## src/rtl/instr_encoder_pkg.sv

```systemverilog
// ----------------------------------------------------------------------------
// instr_encoder_pkg
// Shared types and constants for the LEGv8 instruction encoder: instruction
// format enum, immediate field widths, a few left-justified opcodes, the
// out-stage state type and an immediate fit-check helper.
// Optional feature macro used by the importing files: ENC_RANGE_CHECK_EN.
// ----------------------------------------------------------------------------
package instr_encoder_pkg;

   typedef enum logic [1:0] {
      FMT_D  = 2'd0,
      FMT_CB = 2'd1,
      FMT_R  = 2'd2,
      FMT_B  = 2'd3
   } fmt_t;

   typedef enum logic {
      OST_EMPTY = 1'b0,
      OST_HOLD  = 1'b1
   } ost_t;

   localparam int IMM_D_W  = 9;
   localparam int IMM_CB_W = 19;
   localparam int IMM_B_W  = 26;
   localparam int SHAMT_W  = 6;

   // Opcodes are left-justified in 11 bits; CB uses [10:3], B uses [10:5].
   localparam logic [10:0] OP_LDUR = 11'b11111000010;
   localparam logic [10:0] OP_STUR = 11'b11111000000;
   localparam logic [10:0] OP_CBZ  = 11'b10110100000;
   localparam logic [10:0] OP_B    = 11'b00010100000;
   localparam logic [10:0] OP_ADD  = 11'b10001011000;

   // True when v sign-extends losslessly from a w-bit field: bits [63:w-1]
   // must be all zeros or all ones.
   function automatic logic fits_signed(input logic [63:0] v, input int w);
      logic [63:0] m;
      m = ~64'd0 << (w - 1);
      return ((v & m) == 64'd0) || ((v & m) == m);
   endfunction

endpackage

```

## src/rtl/instr_encoder_pack.sv

```systemverilog
// ----------------------------------------------------------------------------
// instr_encoder_pack
// Combinational field packer: builds a 32-bit LEGv8 word from decoded fields
// and flags an immediate that does not fit its field.
// Macro: ENC_RANGE_CHECK_EN enables the immediate range check; without it
// range_err_o is tied low and immediates are silently truncated.
// Ports:
//   fmt_i       instruction format
//   opcode_i    left-justified 11-bit opcode
//   imm_i       64-bit signed immediate (R: [5:0] is shamt)
//   rn_i/rt_i/rm_i  register fields
//   instr_o     packed instruction word
//   range_err_o immediate out of range for this format
// ----------------------------------------------------------------------------
module instr_encoder_pack
   import instr_encoder_pkg::*;
(
   input  fmt_t        fmt_i,
   input  logic [10:0] opcode_i,
   input  logic [63:0] imm_i,
   input  logic [4:0]  rn_i,
   input  logic [4:0]  rt_i,
   input  logic [4:0]  rm_i,
   output logic [31:0] instr_o,
   output logic        range_err_o
);

   always_comb begin
      instr_o = 32'd0;
      case (fmt_i)
         FMT_D:  instr_o = {opcode_i, imm_i[IMM_D_W-1:0], 2'b00, rn_i, rt_i};
         FMT_CB: instr_o = {opcode_i[10:3], imm_i[IMM_CB_W-1:0], rt_i};
         FMT_R:  instr_o = {opcode_i, rm_i, imm_i[SHAMT_W-1:0], rn_i, rt_i};
         FMT_B:  instr_o = {opcode_i[10:5], imm_i[IMM_B_W-1:0]};
         default: instr_o = 32'd0;
      endcase
   end

`ifdef ENC_RANGE_CHECK_EN
   always_comb begin
      range_err_o = 1'b0;
      case (fmt_i)
         FMT_D:  range_err_o = !fits_signed(imm_i, IMM_D_W);
         FMT_CB: range_err_o = !fits_signed(imm_i, IMM_CB_W);
         // shamt is unsigned: anything outside 0..63 is an error
         FMT_R:  range_err_o = (imm_i[63:SHAMT_W] != '0);
         FMT_B:  range_err_o = !fits_signed(imm_i, IMM_B_W);
         default: range_err_o = 1'b0;
      endcase
   end
`else
   // Upper immediate bits only matter to the range check.
   logic unused_imm_hi;
   assign unused_imm_hi = ^imm_i[63:IMM_B_W];
   assign range_err_o   = 1'b0;
`endif

endmodule

```

## src/rtl/instr_encoder.sv

```systemverilog
// ----------------------------------------------------------------------------
// instr_encoder
// Packs decoded LEGv8 fields into 32-bit instruction words and pairs each with
// a sequential instruction-memory address, for the imem preload port.
// Single registered stage with valid/ready on both sides; the address counter
// stops at DEPTH and then refuses further input.
// Macro: ENC_RANGE_CHECK_EN enables the sticky range_err flag.
// Ports:
//   clk, reset          clock, synchronous active-high reset
//   in_valid/in_ready   input bundle handshake
//   fmt, opcode, imm, rn, rt, rm   decoded fields
//   out_valid/out_ready output word handshake
//   out_instr, out_addr encoded word and its memory address
//   range_err           sticky: some accepted immediate did not fit
//   full                DEPTH words have been accepted
// ----------------------------------------------------------------------------
module instr_encoder
   import instr_encoder_pkg::*;
#(
   parameter int DEPTH = 64,
   parameter int AW    = $clog2(DEPTH)
) (
   input  logic          clk,
   input  logic          reset,
   input  logic          in_valid,
   output logic          in_ready,
   input  logic [1:0]    fmt,
   input  logic [10:0]   opcode,
   input  logic [63:0]   imm,
   input  logic [4:0]    rn,
   input  logic [4:0]    rt,
   input  logic [4:0]    rm,
   output logic          out_valid,
   input  logic          out_ready,
   output logic [31:0]   out_instr,
   output logic [AW-1:0] out_addr,
   output logic          range_err,
   output logic          full
);

   ost_t          state_q, state_d;
   logic [AW:0]   cnt_q;      // one extra bit so the count can reach DEPTH
   logic [31:0]   instr_q;
   logic [AW-1:0] addr_q;
   logic          rerr_q;
   logic [31:0]   pack_instr;
   logic          pack_err;
   logic          acc;

   instr_encoder_pack u_pack (
      .fmt_i       (fmt_t'(fmt)),
      .opcode_i    (opcode),
      .imm_i       (imm),
      .rn_i        (rn),
      .rt_i        (rt),
      .rm_i        (rm),
      .instr_o     (pack_instr),
      .range_err_o (pack_err)
   );

   assign full      = (cnt_q == (AW+1)'(DEPTH));
   assign out_valid = (state_q == OST_HOLD);
   assign in_ready  = !full && (!out_valid || out_ready);
   assign acc       = in_valid && in_ready;
   assign out_instr = instr_q;
   assign out_addr  = addr_q;
   assign range_err = rerr_q;

   always_comb begin
      state_d = state_q;
      case (state_q)
         OST_EMPTY: if (acc) state_d = OST_HOLD;
         OST_HOLD:  if (acc) state_d = OST_HOLD;
                    else if (out_ready) state_d = OST_EMPTY;
         default:   state_d = OST_EMPTY;
      endcase
   end

   always_ff @(posedge clk) begin
      if (reset) begin
         state_q <= OST_EMPTY;
         cnt_q   <= '0;
         instr_q <= '0;
         addr_q  <= '0;
         rerr_q  <= 1'b0;
      end else begin
         state_q <= state_d;
         if (acc) begin
            instr_q <= pack_instr;
            addr_q  <= cnt_q[AW-1:0];
            cnt_q   <= cnt_q + 1'b1;
            rerr_q  <= rerr_q | pack_err;
         end
      end
   end

endmodule

```

## config.mk

```make
export PLATFORM = sky130hd
export DESIGN_NAME = instr_encoder
export DESIGN_NICKNAME = d
export VERILOG_FILES = /design/src/rtl/instr_encoder_pkg.sv /design/src/rtl/instr_encoder_pack.sv /design/src/rtl/instr_encoder.sv
export SDC_FILE = /design/constraint.sdc
export NUM_CORES = 1
export LEC_CHECK = 0
export ABC_AREA = 1
export CORE_ASPECT_RATIO = 1.25
export CORE_UTILIZATION = 40
export CTS_CLUSTER_DIAMETER = 100
export DETAILED_ROUTE_END_ITERATION = 10
export PLACE_DENSITY = 0.84
export RECOVER_POWER = 25
export SLEW_MARGIN = 5
export SYNTH_ARGS = -nofsm -noshare
export SYNTH_HDL_FRONTEND = slang
export SYNTH_SLANG_ARGS = --single-unit
```

## constraint.sdc

```tcl
create_clock -name clk -period 2.6 [get_ports clk]
set_input_delay 0.26 -clock clk [delete_from_list [all_inputs] [get_ports clk]]
set_output_delay 0.26 -clock clk [all_outputs]
set_load 0.005 [all_outputs]
```

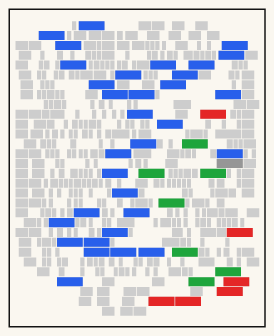
Fig. 1. Sequential cells coloured by netlist name (run 1).
| colour | netlist name | placed flops |
|---|---|---|
| red | out_addr | 6 |
| green | cnt_q | 7 |
| blue | out_instr | 32 |
sequential share of cell area: 0.2745
register cell area after layout: 920.9 sq um

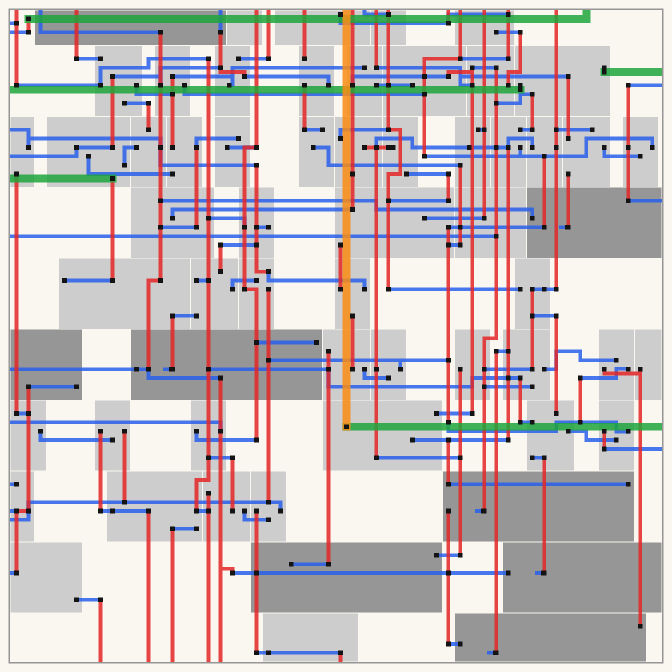
Fig. 2. Zoomed window (run 1).
Window x 40 to 65, y 9 to 34 microns. Cells in grey, sequential cells in the stronger grey; small squares are vias.
| colour | layer |
|---|---|
| orange | M4 |
| green | M3 |
| blue | M1 |
| red | M2 |
cells with their middle in the window: 53
sequential cells in the window: 6
netlist names of flops here include: cnt_q (3), out_addr (3)
most frequent: nand2_1 (19), a21oi_1 (9), dfxtp_1 (6)

==> impl_metrics.env, run 1 <==
# flow metrics
export IMPL_placed_cells=503
export IMPL_synth_flops=46
export IMPL_hold_viol_final=0
export IMPL_count_leader_synth="sky130_fd_sc_hd__nand2_1"
export IMPL_synth_net_count=455
export IMPL_crit_path_top_delay_cell="sky130_fd_sc_hd__clkdlybuf4s50_1"
export IMPL_final_period_minus_worst_setup_slack_ns=2.132
export IMPL_die_width_microns=70.24
export IMPL_post_synth_cell_area_avg_sq_um=6.522
export IMPL_areaGrowthSynthToFinish_pct=44.06
export IMPL_vdd_drop_max_mv=0.2169
export IMPL_rows=30
export IMPL_path_buffers=4
export IMPL_tritoncts="built"
export IMPL_grt_pass1_wl_microns=10300
export IMPL_clock_sinks=46
export IMPL_sum_of_negative_setup_slack_ns=0
export IMPL_first_global_vias=2289
export IMPL_timing_critical_path_arrival_ns=1.87
export IMPL_yosysUniqueCellTypes=23
export IMPL_enable_flop_cells=0
export IMPL_insertion_delay_ns=0.29
export IMPL_postSynthSeqShare=0.3955
export IMPL_post_route_period_util=0.8199
export IMPL_critical_path_s_top_delay_family="buffers and inverters"
export IMPL_start_kind="flop"
export IMPL_cts_root_buf="sky130_fd_sc_hd__clkbuf_8"
export IMPL_cts_reportedPaths_clkPinSlew_ns=0.08
export IMPL_final_antenna_diode_count=0
export IMPL_maxCapViolations=0
export IMPL_timing_max_slew_rel_slack=0.6244
export IMPL_netlist_area_leader_share=0.3955
export IMPL_core_area_sq_um=5518
export IMPL_outcome="finished, final reports clean"
export IMPL_port_buffers=98
export IMPL_vias_per_cell=4.976
export IMPL_yosys_stat_cells=357
export IMPL_worst_ep_required_time_ns=2.34
export IMPL_crit_path_frequent_cell="sky130_fd_sc_hd__inv_1"
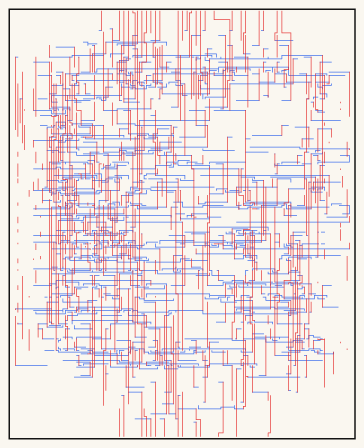
Fig. 3. Routed metal, one colour a layer (run 1).
Only two layers are drawn.
| colour | layer | wire length |
|---|---|---|
| red | M2 | 3,110 microns |
| blue | M1 | 2,690 microns |
wire per inst: 12.33 microns
final WL: 6288 microns

## run 1: worst paths after layout
path                 startpoint       endpoint  slack [ns]  cells after the start
setup / recovery       cnt_q[0]       in_ready        0.47                      8
hold reg to reg   out_instr[22]  out_instr[22]        0.46                      2
hold / removal    out_instr[22]  out_instr[22]        0.46                      2
setup reg to reg       cnt_q[0]  out_instr[20]        0.72                     10
## run 1: kinds of logic after synthesis
group	share of synthesized area
buffers and inverters	0.08489
DFF	0.3955
adders and majority gates	0.01075
AOI/OAI and AO/OA	0.1064
and+or+nand+nor	0.3896
xor gates and xnor gates	0.01129
other	0.001610
## run 1: where the power goes
part / total (mW) / internal, mW / switching, mW
clock network: 0.403 / 0.185 / 0.218
registers: 0.761 / 0.741 / 0.0197
logic: 0.338 / 0.180 / 0.158
total: 1.50 / 1.11 / 0.396
## run 1: flip-flops by register name, indices dropped and copies added, names as in the netlist
| signal | count |
|---|---|
| cnt_q | 7 |
| out_instr | 32 |
| out_addr | 6 |
| out_valid | 1 |
## run 1: stage by stage
step / total power [mW] / worst slack, ns / area (sq um)
3_3_place_gp: 1.116 / 0.6744 / 3278
5_1_grt: 1.589 / 0.3205 / 3354
3_5_place_dp: 1.123 / 0.6291 / 3278
2_1_floorplan: 0.9371 / 1.211 / 2328
4_1_cts: 1.522 / 0.4598 / 3354
6_report: 1.502 / 0.4683 / 3354
## run 1: per-layer routing
layer  part of all wire  GRT usage  vias to the layer above
li1                   -          -                     1301
met1               0.43     0.2623                     1124
met2               0.49     0.3645                      105
met3              0.066    0.03356                        8
met4              0.012    0.06545                        0
met5                  0          0                        -
## run 1: placed cells by master, fill, tap and decap left out
cell type                         Yosys  final
sky130_fd_sc_hd__nand2_1            181    181
sky130_fd_sc_hd__clkdlybuf4s50_1      0     77
sky130_fd_sc_hd__dfxtp_1             46     46
sky130_fd_sc_hd__a21oi_1             44     44
sky130_fd_sc_hd__dlygate4sd3_1        0     21
sky130_fd_sc_hd__inv_1               18     18
sky130_fd_sc_hd__nand3_1             13     13
sky130_fd_sc_hd__nand4_1             10     10
sky130_fd_sc_hd__nor2_1               8      8
sky130_fd_sc_hd__clkbuf_8             0      5
sky130_fd_sc_hd__o21ai_0              4      4
sky130_fd_sc_hd__xor2_1               3      3
sky130_fd_sc_hd__nand3_2              2      2
sky130_fd_sc_hd__nand2_2              2      2
sky130_fd_sc_hd__ha_1                 2      2
sky130_fd_sc_hd__clkbuf_1             4      2
sky130_fd_sc_hd__buf_4                7      2
sky130_fd_sc_hd__nor2_8               1      1
sky130_fd_sc_hd__nor2_4               1      1
sky130_fd_sc_hd__nor2_2               1      1
sky130_fd_sc_hd__inv_2                1      1
sky130_fd_sc_hd__o211ai_1             1      1
sky130_fd_sc_hd__conb_1               1      1
## run 1: area by class of cell
class,instances,area share
inverter,19,0.02126
sequential,46,0.2745
clock buffer,7,0.02275
tap,64,0.02387
multi-input combinational,274,0.3607
timing repair buffer,100,0.2969
==> run 2: changes to the inputs <==
--- a/config.mk
+++ b/config.mk
@@ -7,10 +7,10 @@
 export LEC_CHECK = 0
 export ABC_AREA = 1
 export CORE_ASPECT_RATIO = 1.25
-export CORE_UTILIZATION = 40
+export CORE_UTILIZATION = 34
 export CTS_CLUSTER_DIAMETER = 100
 export DETAILED_ROUTE_END_ITERATION = 10
-export PLACE_DENSITY = 0.84
+export PLACE_DENSITY = 0.76
 export RECOVER_POWER = 25
 export SLEW_MARGIN = 5
 export SYNTH_ARGS = -nofsm -noshare
==> constraint.sdc (replaced) <==
create_clock -name clk -period 1.8 [get_ports clk]
set_input_delay 0.18 -clock clk [delete_from_list [all_inputs] [get_ports clk]]
set_output_delay 0.18 -clock clk [all_outputs]
set_load 0.005 [all_outputs]
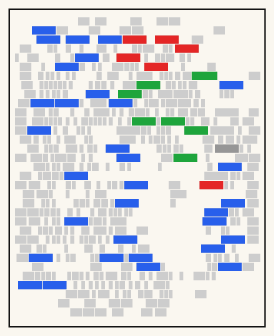
Fig. 4. Sequential cells coloured by netlist name (run 2).
| colour | netlist name | placed flops |
|---|---|---|
| red | out_addr | 6 |
| green | cnt_q | 7 |
| blue | out_instr | 32 |

==> impl_metrics.env, run 2 <==
# flow metrics
export IMPL_layout_top_cell="sky130_fd_sc_hd__nand2_1"
export IMPL_first_global_vias=2526
export IMPL_globalRoute_busiestLayer="met2"
export IMPL_worstSetupPathDepth=7
export IMPL_place_worst_setup_slack_ns=0.1059
export IMPL_use_met2=0.3644
export IMPL_crit_path_top_delay_cell="sky130_fd_sc_hd__dfxtp_2"
export IMPL_totalWireLength_microns=6697
export IMPL_synth_net_count=455
export IMPL_outcome="finished, final reports clean"
export IMPL_start_kind="flop"
export IMPL_global_route_met1_usage=0.2140
export IMPL_sequentialPowerShare=0.480
export IMPL_crit_path_frequent_cell="sky130_fd_sc_hd__inv_1"
export IMPL_maxCapViolations=0
export IMPL_final_area_sq_um=3585
export IMPL_synth_flops=46
export IMPL_critical_path_s_top_delay_family="buffers and inverters"
export IMPL_worst_ep_required_time_ns=1.62
export IMPL_insertion_delay_ns=0.29
export IMPL_largest_register_ffs=32
export IMPL_final_antenna_diode_count=0
run 2: cell counts after synthesis:
No cell type changed its count.
run 2: stage by stage:
| step | hold slack, ns | utilization | power, mW |
|---|---|---|---|
| after global placement | 0.4496 | 0.5191 | 1.651 |
| after CTS | 0.4239 | 0.5360 | 2.314 |
| after floorplan | 0.3227 | - | 1.354 |
| after global routing | 0.4456 | 0.5426 | 2.421 |
| after detailed placement | 0.4546 | 0.5191 | 1.658 |
| final | 0.4248 | 0.5426 | 2.285 |
run 2: final timing paths:
kind / from / end / slack, ns
worst max-delay path: cnt_q[0] / full / 0.18
worst min-delay path: reset / out_instr[20] / 0.42
worst max register to register: cnt_q[0] / out_instr[3] / 0.18
worst min register to register: out_instr[28] / out_instr[28] / 0.46
run 2: final cells by class:
class	instances	area (sq um)
clock buffers	7	86.33
clock inverters	1	5.005
fillers	667	3022
inverters	19	71.32
multi-input cells	275	1232
flip-flops and latches	46	922.1
well taps	87	108.9
repair buffers	117	1159
run 2: cells by family after synthesis:
group | Yosys count
adders and majority gates | 2
other | 1
xor gates and xnor gates | 3
and+or+nand+nor | 219
buffers and inverters | 37
AOI/OAI and AO/OA | 49
DFF | 46
run 2: routing by layer:
layer	wire length, microns	vias up
li1	-	1342
met1	2850	1170
met2	3386	102
met3	350	11
met4	110	0
met5	0	-
run 2: timing repair:
item / 4_1_cts / 5_1_grt
cloned: 0 / 2
hold buffers: 0 / 0
resized: 3 / 4
pin swaps: 2 / 4
endpoints found under the setup margin: 2 / 2
buffers inserted: 2 / 3
run 2: power by group through the flow:
stage	Clock (mW)	Combinational, mW	Sequential (mW)
5_1_grt	0.714	0.602	1.10
3_5_place_dp	0	0.537	1.12
4_1_cts	0.674	0.541	1.10
6_report	0.645	0.542	1.10
2_1_floorplan	0	0.228	1.13
3_3_place_gp	0	0.531	1.12
run 2: worst reg2reg max path, cell delays in order, from the launching register on:
cell                      delay [ns]
sky130_fd_sc_hd__dfxtp_2        0.34
sky130_fd_sc_hd__inv_1          0.05
sky130_fd_sc_hd__ha_1           0.19
sky130_fd_sc_hd__inv_1          0.06
sky130_fd_sc_hd__nor2_1         0.05
sky130_fd_sc_hd__nand3_2        0.11
sky130_fd_sc_hd__nand2_4        0.06
sky130_fd_sc_hd__buf_4          0.16
sky130_fd_sc_hd__nor2_8         0.19
sky130_fd_sc_hd__buf_2          0.18
sky130_fd_sc_hd__nand2_1        0.06
sky130_fd_sc_hd__a21oi_1        0.12
==> run 3: changes to the inputs <==
--- a/config.mk
+++ b/config.mk
@@ -10,9 +10,10 @@
 export CORE_UTILIZATION = 34
 export CTS_CLUSTER_DIAMETER = 100
 export DETAILED_ROUTE_END_ITERATION = 10
+export GPL_TIMING_DRIVEN = 1
 export PLACE_DENSITY = 0.76
 export RECOVER_POWER = 25
-export SLEW_MARGIN = 5
+export SLEW_MARGIN = 25
 export SYNTH_ARGS = -nofsm -noshare
 export SYNTH_HDL_FRONTEND = slang
 export SYNTH_SLANG_ARGS = --single-unit
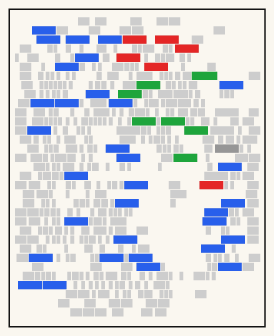
Fig. 5. Sequential cells coloured by netlist name (run 3).
| colour | netlist name | placed flops |
|---|---|---|
| blue | out_instr | 32 |
| red | out_addr | 6 |
| green | cnt_q | 7 |
not coloured: 1
post-layout util: 0.5426
register cell area after layout: 922.1 sq um
total sequential power: 1.10 mW
sequential share of cell area: 0.2572

==> impl_metrics.env, run 3 <==
# flow metrics
export IMPL_synth_net_count=455
export IMPL_tightest_hold_margin_ns=0.4248
export IMPL_post_route_period_util=0.9019
export IMPL_synth_flops=46
export IMPL_areaGrowthSynthToFinish_pct=53.95
export IMPL_crit_path_top_delay_cell="sky130_fd_sc_hd__dfxtp_2"
export IMPL_power_frac_comb=0.237
export IMPL_rows=33
export IMPL_cts_root_buf="sky130_fd_sc_hd__clkbuf_8"
export IMPL_count_leader_synth="sky130_fd_sc_hd__nand2_1"
export IMPL_final_antenna_diode_count=0
export IMPL_vias_per_cell=4.755
export IMPL_start_kind="flop"
export IMPL_mostFrequentLayoutCells="sky130_fd_sc_hd__nand2_1, sky130_fd_sc_hd__clkdlybuf4s50_1, sky130_fd_sc_hd__dfxtp_1"
export IMPL_yosys_stat_cells=357
export IMPL_netlist_area_leader_share=0.3955
export IMPL_yosysUniqueCellTypes=23
export IMPL_sequentialPowerShare=0.480
export IMPL_p_int_mw=1.680
export IMPL_maxCapViolations=0
export IMPL_placed_cells=538
export IMPL_timing_critical_path_arrival_ns=1.44
export IMPL_postSynthSeqShare=0.3955
export IMPL_outcome="finished, final reports clean"
export IMPL_first_global_vias=2526
export IMPL_port_buffers=98
export IMPL_worst_ep_required_time_ns=1.62
export IMPL_final_period_minus_worst_setup_slack_ns=1.623
[run 3: cell counts after synthesis]
Identical to the previous run, type by type.
[run 3: worst max-delay path, delay by kind of cell, from the launching register on]
family                   cells  cell delay, ns
AND/OR/NAND/NOR              2            0.25
buffers and inverters        4            0.42
flip-flops                   1            0.33
adder cells (fa/ha/maj)      1            0.15
[run 3: what timing repair did]
action,CTS,global route
gates resized,3,4
setup buffers,2,3
pin swaps,2,4
setup endpoints to repair,2,2
cloned,0,2
hold buffers,0,0
[run 3: cell type report]
cell class | instances | area (sq um) | area share
repair buffers | 117 | 1159 | 0.3232
inverters | 19 | 71.32 | 0.01990
well taps | 87 | 108.9 | 0.03037
clock buffers | 7 | 86.33 | 0.02408
multi-input cells | 275 | 1232 | 0.3438
flip-flops and latches | 46 | 922.1 | 0.2572
clock inverters | 1 | 5.005 | 0.001396
[run 3: per-stage QoR]
| step | instance area [sq um] | total power [mW] | setup WS [ns] | setup TNS, ns |
|---|---|---|---|---|
| after floorplan | 2328 | 1.354 | 0.4112 | 0 |
| after global placement | 3430 | 1.651 | 0.1484 | 0 |
| after detailed placement | 3430 | 1.658 | 0.1059 | 0 |
| after CTS | 3541 | 2.314 | -0.06245 | -0.06245 |
| after global routing | 3585 | 2.421 | 0.02333 | 0 |
| final | 3585 | 2.285 | 0.1766 | 0 |
[run 3: power by group through the flow]
stage	Clock, mW	Sequential (mW)	Combinational [mW]
after floorplan	0	1.13	0.228
after global routing	0.714	1.10	0.602
final	0.645	1.10	0.542
after global placement	0	1.12	0.531
after CTS	0.674	1.10	0.541
after detailed placement	0	1.12	0.537
[run 3: cell families after synthesis]
| logic type | Yosys count | share of synthesized area |
|---|---|---|
| AOI/OAI and AO/OA | 49 | 0.1064 |
| DFF | 46 | 0.3955 |
| and+or+nand+nor | 219 | 0.3896 |
| buffers and inverters | 37 | 0.08489 |
| other | 1 | 0.001610 |
| adders and majority gates | 2 | 0.01075 |
| xor gates and xnor gates | 3 | 0.01129 |
[run 3: layer usage]
metal	GRT usage	vias up	wire length, microns
li1	-	1342	-
met1	0.2140	1170	2850
met2	0.3644	102	3386
met3	0.03285	11	350
met4	0.07532	0	110
met5	0	-	0
[run 3: path summary, 6_finish.rpt]
check / cells past startpoint / startpoint / slack, ns / to
worst max-delay path: 7 / cnt_q[0] / 0.18 / full
worst min-delay path: 3 / reset / 0.42 / out_instr[20]
worst max register to register: 11 / cnt_q[0] / 0.18 / out_instr[3]
worst min register to register: 2 / out_instr[28] / 0.46 / out_instr[28]
No activity file was given, so power comes from the tool's default toggle rates.
